===== config.mk =====
export PLATFORM = sky130hd
export DESIGN_NAME = b10_serial_counter
export DESIGN_NICKNAME = d
export VERILOG_FILES = /design/src/rtl/b10_serial_counter.sv
export SDC_FILE = /design/constraint.sdc
export NUM_CORES = 1
export LEC_CHECK = 0
export CAP_MARGIN = 20
export CORE_UTILIZATION = 30
export DETAILED_ROUTE_END_ITERATION = 8
export PLACE_DENSITY = 0.57
export SLEW_MARGIN = 10
export SYNTH_ARGS = -nofsm -noshare
export SYNTH_HDL_FRONTEND = slang
export SYNTH_SLANG_ARGS = --single-unit

===== constraint.sdc =====
create_clock -name clock -period 9.6 [get_ports clock]
set_input_delay 1.92 -clock clock [delete_from_list [all_inputs] [get_ports clock]]
set_output_delay 1.92 -clock clock [all_outputs]
set_load 0.02 [all_outputs]

===== src/rtl/b10_serial_counter.sv =====
// Serial BCD up-counter: an increment ripples through the digits one per cycle
// using a single shared base-10 half-adder, terminating early once the carry dies.
module b10_serial_counter #(
  parameter int N_DIGITS = 4
) (
  input  logic                  clock,
  input  logic                  reset_,
  input  logic                  start,
  input  logic                  load,
  input  logic [4*N_DIGITS-1:0] load_value,
  output logic [4*N_DIGITS-1:0] value,
  output logic                  busy,
  output logic                  done,
  output logic                  overflow
);

  localparam int W = 4 * N_DIGITS;

  typedef enum logic [1:0] {
    IDLE = 2'd0,
    STEP = 2'd1,
    DONE = 2'd2
  } state_t;

  state_t       state, state_nxt;
  logic [W-1:0] value_nxt;
  logic [2:0]   idx, idx_nxt;
  logic         carry, carry_nxt;
  logic         ovf_nxt;
  logic [3:0]   cur_digit;
  logic [3:0]   sum;
  logic         cout;
  logic         last_digit;

  function automatic logic [4:0] bcd_half_add(input logic [3:0] d, input logic c);
    logic [4:0] t;
    t = {1'b0, d} + {4'b0000, c};
    if (t > 5'd9) return {1'b1, t[3:0] - 4'd10};
    return t;
  endfunction

  // Non-decimal nibbles (A..F) are forced to zero on load.
  function automatic logic [W-1:0] bcd_sanitize(input logic [W-1:0] v);
    logic [W-1:0] r;
    r = v;
    for (int i = 0; i < N_DIGITS; i++)
      if (v[4*i +: 4] > 4'd9) r[4*i +: 4] = 4'd0;
    return r;
  endfunction

  always_comb begin
    cur_digit = 4'd0;
    for (int i = 0; i < N_DIGITS; i++)
      if (idx == 3'(i)) cur_digit = value[4*i +: 4];
  end

  assign {cout, sum} = bcd_half_add(cur_digit, carry);
  assign last_digit  = (idx == 3'(N_DIGITS - 1));

  always_comb begin
    state_nxt = state;
    value_nxt = value;
    idx_nxt   = idx;
    carry_nxt = carry;
    ovf_nxt   = overflow;
    unique case (state)
      IDLE: begin
        if (load) begin
          value_nxt = bcd_sanitize(load_value);
          ovf_nxt   = 1'b0;
        end else if (start) begin
          idx_nxt   = 3'd0;
          carry_nxt = 1'b1;
          ovf_nxt   = 1'b0;
          state_nxt = STEP;
        end
      end
      STEP: begin
        for (int i = 0; i < N_DIGITS; i++)
          if (idx == 3'(i)) value_nxt[4*i +: 4] = sum;
        carry_nxt = cout;
        idx_nxt   = idx + 3'd1;
        if (!cout || last_digit) begin
          state_nxt = DONE;
          if (cout) ovf_nxt = 1'b1;
        end
      end
      DONE: state_nxt = IDLE;
      default: state_nxt = IDLE;
    endcase
  end

  always_ff @(posedge clock or negedge reset_) begin
    if (!reset_) begin
      state    <= IDLE;
      value    <= '0;
      idx      <= 3'd0;
      carry    <= 1'b0;
      overflow <= 1'b0;
    end else begin
      state    <= state_nxt;
      value    <= value_nxt;
      idx      <= idx_nxt;
      carry    <= carry_nxt;
      overflow <= ovf_nxt;
    end
  end

  assign busy = (state != IDLE);
  assign done = (state == DONE);

endmodule


### Placed cells, one colour a class

Scale: 6 px per um.
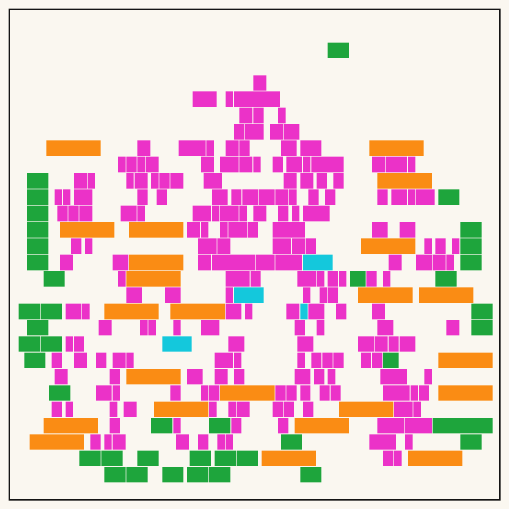
colour	class	cells
green	remaining buffers and delay cells	41
orange	registers	23
cyan	clock drivers and dummy loads	4
magenta	remaining logic cells	208
fraction of area in registers: 0.239
Core Util, Final: 0.399
num rows: 28
Finished Cell Area: 2400 um^2
floorplan core area: 6030 um^2

### Signal wires on met3

Scale: 6 px per um.
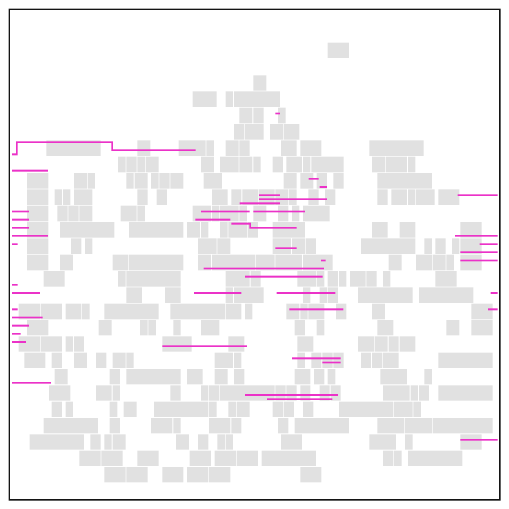
main direction	horizontal
longest straight run	19.8 um
nets with wire on the layer	39
wire length on this layer	280 um
drt total wl: 5790 um
vias: 1995
global-route met3 utilization: 0.0322

==> job_summary.md <==
### Metrics collected by this job

| Metric | Value |
|---|---|
| Status | `finished clean` |
| Tool warning count | `29` |
| Clock transition at path regs | `0.09 ns` |
| Aoi share | `0.319` |
| Final WS setup | `5.28 ns` |
| WP data required | `9.79 ns` |
| Yosys reg bits | `23` |
| Largest net degree at the start of global routing | `17` |
| Max Used Layer | `met4` |
| Top cell excl fill/tap | `clkdlybuf4s50_1` |
| Global-route wire length before repair | `9550 um` |
| Biggest register | `value` |
| Max reg flops | `16` |
| Initial antenna violation count | `0` |
| GRT Resource Usage Total | `0.193` |
| Flop area | `576 um^2` |
| DR pass1 iterations | `4` |
| DIE AREA | `6640 um^2` |
| GRT Max-Usage Layer | `met2` |
| Hold wc startpoint | `overflow$_DFFE_PN0P_` |
| Simple Share, Synth | `0.267` |
| Logic share of the area | `0.511` |
| Top Registers | `value (16), idx (3), state (2)` |
| Cells after synthesis | `242` |
| Worst path arrival time | `4.51 ns` |
| Flip-flops with a built-in enable | `0` |
| Area delta synth->final | `26.8%` |
| Flop count | `23` |
| DRC | `0` |
| Vias per inst | `5.68` |
| CP top delay family | `adder cells` |
| Most Frequent Cell on Critical Path | `ha_1` |
| Ys flop type | `dfrtp_1` |
| Slew HR | `0.498` |
| Data buffer area share | `0.176` |
| Top cells by area | `dfrtp_1, nor2_1, ha_1` |
| Dominant class by area | `logic gates` |
| Crit path launch type | `register` |
| Max stage delay on crit path | `0.55 ns` |
| Nonclk buf count | `41` |
| Post-Route M1 WL | `2790 um` |
| Max cap viols | `0` |
| GRT met1 Usage | `0.263` |
| Pre-CTS WS | `5.34 ns` |
| Least-Margin Pin Slew | `0.753 ns` |
| Met2 WL | `2670 um` |
| Final HPWL DP | `4390 um` |
| Fmax | `232 MHz` |
| Post CTS Setup Buffer Count | `0` |
| Die width | `81.5 um` |
| DR iter-0 viols | `194` |
| Final min period | `4.32 ns` |
| Area leader, netlist | `dfrtp_1` |
| Die Y | `81.5 um` |
| # fillers | `624` |
| Reg2Reg Depth | `15` |
| Inverters | `10` |
| Worst Path Buf+Inv | `1` |
| R2r endpoint | `value[9]$_DFFE_PN0P_` |
| CTS root buf | `clkbuf_8` |
| Clock buffers | `4` |
| # Cells Yosys | `242` |
| Placed insts | `347` |
| Post_cts resized | `0` |
| Clock network share of area | `0.0187` |
| Synthesized area per cell | `7.84 um^2` |
| Yosys stat chip area | `1900 um^2` |
### A small window of the routed layout

Window x 32 to 82, y 32 to 82 um. Cells in grey, sequential cells in the stronger grey; small squares are vias.
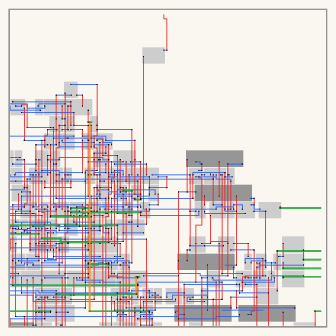
colour	layer
blue	M1
red	M2
green	M3
orange	M4
most frequent	nand2_1 (11), a21oi_1 (7)
cells with their middle in the window	100
netlist names of flops here include	state (2)
sequential cells in the window	5

[worst max-delay path by stage]
stage | startpoint | endpoint | slack [ns] | depth (start not counted)
after floorplan | idx[0]$_DFFE_PN0P_ | value[13]$_DFFE_PN0P_ | 6.04 | 16
after global placement | idx[0]$_DFFE_PN0P_ | value[9]$_DFFE_PN0P_ | 5.41 | 15
after detailed placement | idx[0]$_DFFE_PN0P_ | value[9]$_DFFE_PN0P_ | 5.34 | 15
after CTS | idx[0]$_DFFE_PN0P_ | value[9]$_DFFE_PN0P_ | 5.31 | 15
after global routing | idx[0]$_DFFE_PN0P_ | value[9]$_DFFE_PN0P_ | 4.87 | 15
final | idx[0]$_DFFE_PN0P_ | value[9]$_DFFE_PN0P_ | 5.28 | 15
